==> run_1/pdn.png <==
Scale bar: 20 microns. Pins as bars on the die edge.
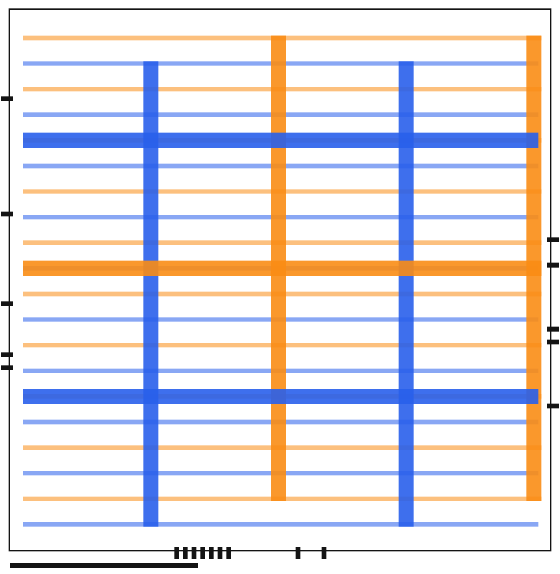
==> run_1/cell_classes.png <==
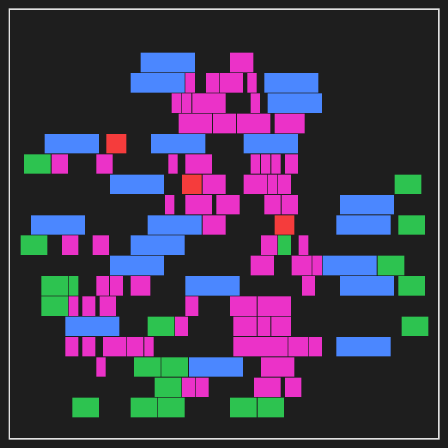
==> run_1/clock_map.png <==
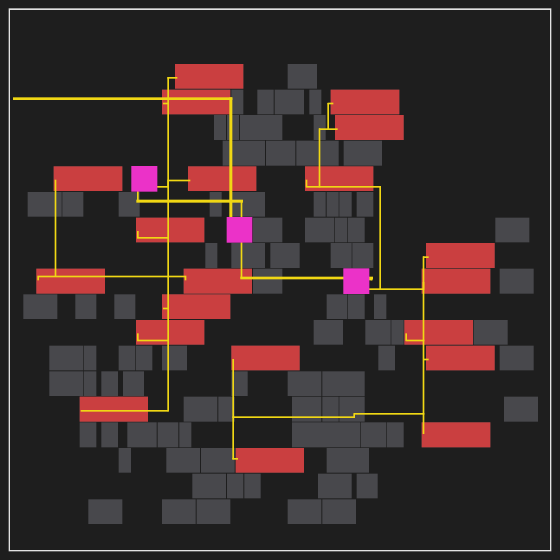
===== config.mk =====
export PLATFORM = sky130hd
export DESIGN_NAME = quad_decode
export DESIGN_NICKNAME = d
export VERILOG_FILES = /design/src/rtl/quad_decode.sv
export SDC_FILE = /design/constraint.sdc
export NUM_CORES = 1
export LEC_CHECK = 0
export CAP_MARGIN = 5
export CORE_UTILIZATION = 28
export CTS_CLUSTER_SIZE = 16
export DETAILED_ROUTE_END_ITERATION = 16
export GPL_TIMING_DRIVEN = 0
export PLACE_DENSITY = 0.48
export SKIP_LAST_GASP = 1
export SYNTH_ARGS = -nofsm -noshare
export SYNTH_HDL_FRONTEND = slang
export SYNTH_SLANG_ARGS = --single-unit

===== constraint.sdc =====
create_clock -name clk -period 6.99 [get_ports clk]
set_input_delay 1.398 -clock clk [delete_from_list [all_inputs] [get_ports clk]]
set_output_delay 1.398 -clock clk [all_outputs]
set_load 0.01 [all_outputs]

===== src/rtl/quad_decode.sv =====
// Quadrature A/B decoder: synchronise, glitch-filter, Gray-decode into up/down
// steps, and keep a wrapping position count with clear/load and status pulses.
module quad_decode #(
    parameter int WIDTH = 4,
    parameter int FILT  = 2
) (
    input  logic             clk,
    input  logic             rst,
    input  logic             a,
    input  logic             b,
    input  logic             clr,
    input  logic             load,
    input  logic [WIDTH-1:0] load_val,
    output logic [WIDTH-1:0] no,
    output logic             dir,
    output logic             step,
    output logic             err,
    output logic             ovf,
    output logic             unf
);
    localparam logic [3:0] STAB_MAX = 4'(FILT - 1);

    logic [1:0] s1, s2, ab_q;
    logic [3:0] stab;
    logic       armed;
    logic       accept, up, dn, bad;
    logic       up_ev, dn_ev, bad_ev, hold;

    always_comb begin
        accept = (s2 != ab_q) && (stab == STAB_MAX);
        up     = 1'b0;
        dn     = 1'b0;
        bad    = 1'b0;
        // {old, new}: forward Gray order is 00 -> 01 -> 11 -> 10 -> 00
        case ({ab_q, s2})
            4'b0001, 4'b0111, 4'b1110, 4'b1000: up  = 1'b1;
            4'b0010, 4'b1011, 4'b1101, 4'b0100: dn  = 1'b1;
            4'b0011, 4'b1100, 4'b0110, 4'b1001: bad = 1'b1;
            default: ;
        endcase
        up_ev  = accept && armed && up;
        dn_ev  = accept && armed && dn;
        bad_ev = accept && armed && bad;
        hold   = clr || load;
    end

    always_ff @(posedge clk) begin
        if (rst) begin
            s1    <= 2'b00;
            s2    <= 2'b00;
            ab_q  <= 2'b00;
            stab  <= 4'd0;
            armed <= 1'b0;
            no    <= '0;
            dir   <= 1'b1;
            step  <= 1'b0;
            err   <= 1'b0;
            ovf   <= 1'b0;
            unf   <= 1'b0;
        end else begin
            s1   <= {a, b};
            s2   <= s1;
            step <= 1'b0;
            err  <= 1'b0;
            ovf  <= 1'b0;
            unf  <= 1'b0;

            if (s2 == ab_q) begin
                stab <= 4'd0;
            end else if (stab == STAB_MAX) begin
                ab_q  <= s2;
                stab  <= 4'd0;
                armed <= 1'b1;
            end else begin
                stab <= stab + 4'd1;
            end

            // Direction tracks the encoder even while clr/load own the count
            if (up_ev || dn_ev)
                dir <= up_ev;

            if (clr)
                no <= '0;
            else if (load)
                no <= load_val;
            else if (up_ev)
                no <= no + WIDTH'(1);
            else if (dn_ev)
                no <= no - WIDTH'(1);

            if (!hold) begin
                step <= up_ev || dn_ev;
                err  <= bad_ev;
                ovf  <= up_ev && (&no);
                unf  <= dn_ev && (no == '0);
            end
        end
    end
endmodule


==> impl_metrics.ini, run 1 <==
; generated from flow reports
[status]
outcome = complete, but fails checks
violations = DRC

[logic_synthesis]
synth.net_count = 103
yosys-stat-cells = 88
mux_share_pct = 4.66
ys_ff = 20
synth.area.top_cells = dfxtp_1, xor2_1, ha_1, mux2i_1, nor2_1
ys_warn_count = 0
ys_top_cells_by_count = dfxtp_1, nor2_1, xor2_1
simple_gate_area_share_pct = 22.7
synthArstFlopShare_pct = 0
ys_area_sq_um = 858
top_area_share_pct = 46.6
ys.flop_type = dfxtp_1

[final_layout]
ff_count = 20
fillCellCount = 296
layout_top_cell = dfxtp_1
final_cell_mix = dfxtp_1, clkdlybuf4s50_1, nor2_1
dominant_cells = multi-input combinational cells
nClkBuffers = 3
drive_gt1_share_pct = 4.59

[sta]
finalClockSkew_ns = 0.00563
post-route-min-period_ns = 2.77
finalSetupViolations = 0
worst_pin_slew_ns = 0.445
max_freq_ghz = 0.362
drv_slew = 0
hold_ws_ns = 0.453

[clock_network]
cts.clk_slew.worst_paths_ns = 0.10
cts_root_buffer = clkbuf_4
cts-hold-fix-buffers = 0
cts_buffers = 3
cts_tree = done

[routing]
wirelength_microns = 1480
drc = 4
first_iter_violations = 10
post_drt_wl_per_cell_microns = 10.6

[pwr]
cellLeakagePower_nw = 0.429
switching_share_pct = 23.3
p_switching_mw = 0.0452
intPower_mw = 0.149
p_comb_share_pct = 10.8
p_total_mw = 0.194
ir_drop_v = 0.000106
comb_power_mw = 0.0210

[worst_setup_path]
crit_chain = clkdlybuf4s50_1
crit_family = buffers and inverters
critPathSlowestCell = clkdlybuf4s50_1
worstPathRequired_ns = 5.59

[floorplanning]
pin_count = 19
fp.dieArea_sq_mm = 0.00329
rows = 19
core-area_sq_mm = 0.00283

[placed_design]
numPortBuffers = 18
gp_congestion = 0.753

[min_path]
hold_path_class = reg -> reg

[grt]
antenna_found_initial = 0
-- pdn.png (at the start) --
- orange: VDD
- blue: VSS
- met1 rails: 20
- met5 straps: 3
- rows: 19
- signal pins: 19

-- cell_classes.png (at the start) --
- green: other buffers and delay cells (cells 20)
- red: cells driving clock nets (cells 3)
- magenta: all other logic (cells 66)
- blue: flip-flops (cells 20)

-- clock_map.png (at the start) --
- magenta: cells driving clock nets (count 3)
- yellow: clock wires (length 252 microns)
- red: flip-flops (count 20)
- routed clock nets: 4

[run 1: path summary, 6_finish.rpt]
| kind | end | slack [ns] | cells after the start | start |
|---|---|---|---|---|
| max | no[0] | 4.22 | 1 | no[0] |
| min | s2[1] | 0.45 | 1 | s1[1] |
| max reg2reg | no[3] | 4.41 | 10 | stab[0] |
| min reg2reg | s2[1] | 0.45 | 1 | s1[1] |
[run 1: layer usage]
metal	share of wire (%)	global-route usage, %	wire, microns
met5	0	0	0
met2	44	15.8	647
met4	0.88	3.14	13
met3	4.6	4.76	68
met1	51	13.6	753
[run 1: flip-flops by register name, summed over array words and instances (netlist names)]
register and flops:
ovf 1, unf 1, s2 2, err 1
armed 1, step 1, ab_q 2, stab 4
dir 1, s1 2, no 4
==> run_1/final_congestion.png <==
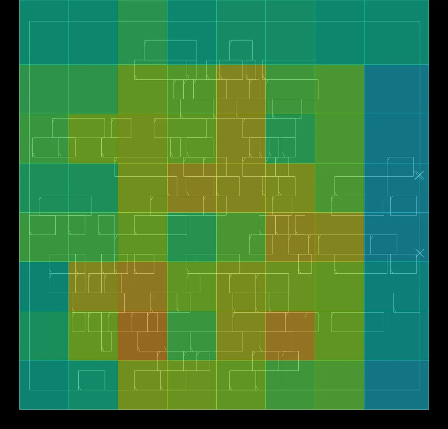

## Run 2: what changed since run 1
clock period = 2.55 ns   (was 6.99 ns; I/O delays follow)
==> run_2/final_congestion.png <==
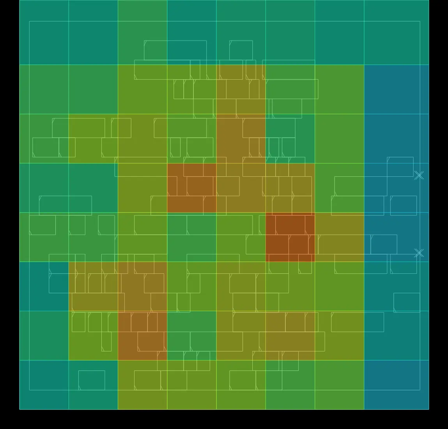
Core Util, Final: 41.6%
met2 usage: 15.8%
most used routing layer: met2

==> run_2/cell_classes.png <==
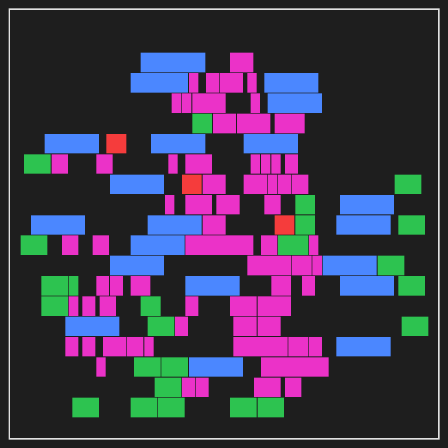
- blue: flip-flops (cells 20)
- magenta: all other logic (cells 66)
- red: cells driving clock nets (cells 3)
- green: other buffers and delay cells (cells 24)

==> impl_metrics.ini, run 2 <==
; generated from flow reports
[logic_synthesis]
edf_count = 0
ys_warn_count = 0
synth.distinct_cells = 26
synthArstFlopShare_pct = 0
ys_ff = 20
ys_area_sq_um = 858
yosys-stat-cells = 88
top_area_share_pct = 46.6
ys_top_cells_by_count = dfxtp_1, nor2_1, xor2_1
ys.flop_type = dfxtp_1
synth.area.top_cells = dfxtp_1, xor2_1, ha_1, mux2i_1, nor2_1
top_area_cell = dfxtp_1

[routing]
dr_wl_met2_microns = 746
top_layer = met4
first_iter_violations = 16
drc = 4
wirelength_microns = 1630
wl_met1_microns = 804
post_drt_wl_per_cell_microns = 11.3
dr_wl_met3_microns = 64

[clock_network]
cts_root_buffer = clkbuf_4
cts.clk_slew.worst_paths_ns = 0.10
cts_buffers = 3
cts_tree = done
cts-hold-fix-buffers = 0

[placed_design]
placed_cells = 137
numPortBuffers = 18
gp_congestion = 0.753

[flow_run]
warning_count = 28

[sta]
hold_viol_final = 0
finalClockSkew_ns = 0.00472
post-route-min-period_ns = 2.48
max_freq_ghz = 0.403
hold_ws_ns = 0.453
drv_slew = 0
tns_ns = 0
worst_pin_slew_ns = 0.460
finalSetupViolations = 0

[pwr]
p_comb_share_pct = 12.3
comb_power_mw = 0.0663
cellLeakagePower_nw = 0.458
ir_drop_v = 0.000290
switching_share_pct = 23.5
p_switching_mw = 0.127
intPower_mw = 0.413

[min_path]
hold_path_depth = 1
hold_path_class = reg -> reg
whs_endpoint = s2[1]
hp-start = s1[1]

[worst_setup_path]
crit_chain = inv_2 > ha_4 > nand4bb_1 > or3_1 > buf_6 > ha_4 > a21o_1 > a21oi_2 > xor2_2 > or4_1 > nand3_1
worstPathRequired_ns = 2.79
cpMostUsedCell = ha_4
ff2ff_setup_slack_ns = 0.07
worst-r2r-cell-count = 11
timing.rr.start = stab[1]
endpoint = no[3]
critPathSlowestCell = or4_1
crit_family = simple AND/OR/NAND/NOR gates
crit_cells = 11
cp-startpoint = stab[1]
timing.rr.end = no[3]

[status]
outcome = complete, but fails checks
violations = DRC

[final_layout]
drive_gt1_share_pct = 14.2
fillCellCount = 290
ff_count = 20
dominant_cells = multi-input combinational cells
seq_share_pct = 34.4
final_cell_mix = dfxtp_1, clkdlybuf4s50_1, nor2_1
reg_top3 = no (4), stab (4)
fin_nets = 130
nClkBuffers = 3

[grt]
use_met3_pct = 4.76
antenna_found_initial = 0
met1_usage_pct = 13.6

[floorplanning]
pin_count = 19
fp_util_pct = 30.3
core-area_sq_mm = 0.00283
fp.dieArea_sq_mm = 0.00329
rows = 19
==> run 2: cell counts after synthesis <==
Identical to the previous run, type by type.
==> run 2: logic make-up after synthesis <==
logic type	Yosys count	share of synthesized area, %
compound gates	9	5.69
xor+xnor	10	10.2
fa+ha+maj	5	8.16
buf+inv	4	1.89
flops	20	46.6
mux	4	4.66
simple gates	36	22.7
==> run 2: through the flow <==
stage | setup slack (ns) | power [mW]
finish | 0.0709 | 0.540
global route | -0.0434 | 0.570
CTS | 0.00662 | 0.540
detailed placement | -0.0174 | 0.393
global placement | 0.0103 | 0.392
floorplan | 0.166 | 0.366
==> run 2: repair_timing <==
item	in CTS	in global routing
setup endpoints to repair	1	1
setup buffers	0	4
pin swaps	0	6
gates resized	2	10
## Run 3: what changed since run 2
SLEW_MARGIN = 10   (was default)
==> run_3/cell_classes.png <==
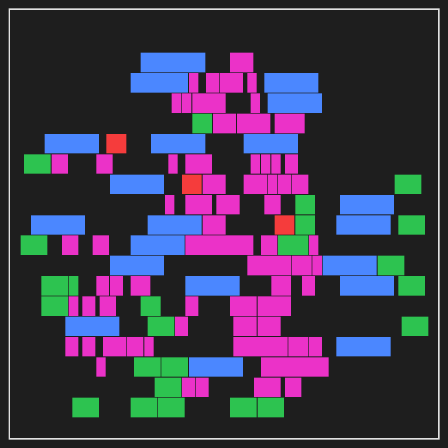
- green: other buffers and delay cells (cells 24)
- red: cells driving clock nets (cells 3)
- blue: flip-flops (cells 20)
- magenta: all other logic (cells 66)

==> run_3/metal_stack.png <==
Scale bar: 20 microns.
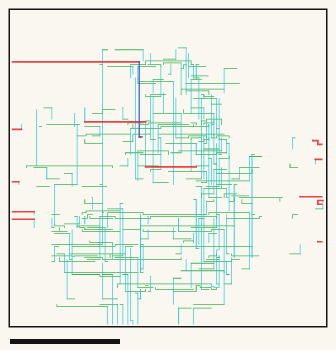
- blue: met4 (wire length 13.6 microns)
- green: met1 (wire length 805 microns)
- red: met3 (wire length 64.4 microns)
- cyan: met2 (wire length 747 microns)

==> impl_metrics.ini, run 3 <==
; generated from flow reports
[clock_network]
cts_root_buffer = clkbuf_4
cts_tree = done
cts_buffers = 3
cts-hold-fix-buffers = 0
cts.clk_slew.worst_paths_ns = 0.10
htree_num_levels = 1

[routing]
first_iter_violations = 16
drc = 4
wirelength_microns = 1630
dr_wl_met3_microns = 64
dr_wl_met2_microns = 746
top_layer = met4
wl_met1_microns = 804
post_drt_wl_per_cell_microns = 11.3

[sta]
finalClockSkew_ns = 0.00472
max_freq_ghz = 0.403
worst_pin_slew_ns = 0.460
tns_ns = 0
setup_slack_ns = 0.0709
post-route-min-period_ns = 2.48
finalSetupViolations = 0
drv_slew = 0
hold_viol_final = 0
hold_ws_ns = 0.453

[pwr]
comb_power_mw = 0.0663
p_switching_mw = 0.127
p_total_mw = 0.540
powerClk_mw = 0.145
switching_share_pct = 23.5
cellLeakagePower_nw = 0.458
p_comb_share_pct = 12.3
intPower_mw = 0.413
ir_drop_v = 0.000290

[logic_synthesis]
top_area_cell = dfxtp_1
yosys-stat-cells = 88
synth.distinct_cells = 26
synth.area.top_cells = dfxtp_1, xor2_1, ha_1, mux2i_1, nor2_1
ys_warn_count = 0
ys_top_cells_by_count = dfxtp_1, nor2_1, xor2_1
ys.flop_type = dfxtp_1
ys_ff = 20
top_area_share_pct = 46.6
ys_area_sq_um = 858
edf_count = 0
synthArstFlopShare_pct = 0

[placed_design]
numPortBuffers = 18
dpl_worst_slack_ns = -0.0174
placed_cells = 137
gp_congestion = 0.753

[final_layout]
final_cell_mix = dfxtp_1, clkdlybuf4s50_1, nor2_1
nMultiInputCombCells = 64
mi_logic_area_sq_um = 478
seq_share_pct = 34.4
fillCellCount = 290
final_core_util_pct = 41.6
nClkBuffers = 3
ff_count = 20
reg_top3 = no (4), stab (4)
fin_nets = 130
dominant_cells = multi-input combinational cells
drive_gt1_share_pct = 14.2

[floorplanning]
pin_count = 19
core-area_sq_mm = 0.00283
fp_util_pct = 30.3
rows = 19
fp.dieArea_sq_mm = 0.00329

[worst_setup_path]
timing.rr.end = no[3]
cp-startpoint = stab[1]
timing.rr.start = stab[1]
worst-r2r-cell-count = 11
ff2ff_setup_slack_ns = 0.07
worstPathRequired_ns = 2.79
endpoint = no[3]

[flow_run]
warning_count = 28

[status]
outcome = complete, but fails checks
violations = DRC

[min_path]
hold_path_depth = 1
hp-start = s1[1]
whs_endpoint = s2[1]
hold_path_class = reg -> reg

[grt]
antenna_found_initial = 0
grt_util_met2_pct = 15.8
busiest_layer = met2
use_met3_pct = 4.76
grt_pass1_vias = 610
met1_usage_pct = 13.6
==> run 3: cells by family after synthesis <==
kind of cell    share of synthesized area [%]
simple gates                             22.7
flops                                    46.6
compound gates                           5.69
fa+ha+maj                                8.16
buf+inv                                  1.89
xor+xnor                                 10.2
mux                                      4.66
==> run 3: critical path, stage by stage (launching register included) <==
cell and delay (ns):
dfxtp_2 0.35, inv_2 0.07, ha_4 0.12, nand4bb_1 0.12
or3_1 0.38, buf_6 0.15, ha_4 0.20, a21o_1 0.16
a21oi_2 0.17, xor2_2 0.10, or4_1 0.52, nand3_1 0.09
==> run 3: timing repair <==
action                     in CTS  in global routing
setup endpoints to repair       1                  1
pin swaps                       0                  6
resized                         2                 10
setup buffers                   0                  4
No activity file was given, so power comes from the tool's default toggle rates.
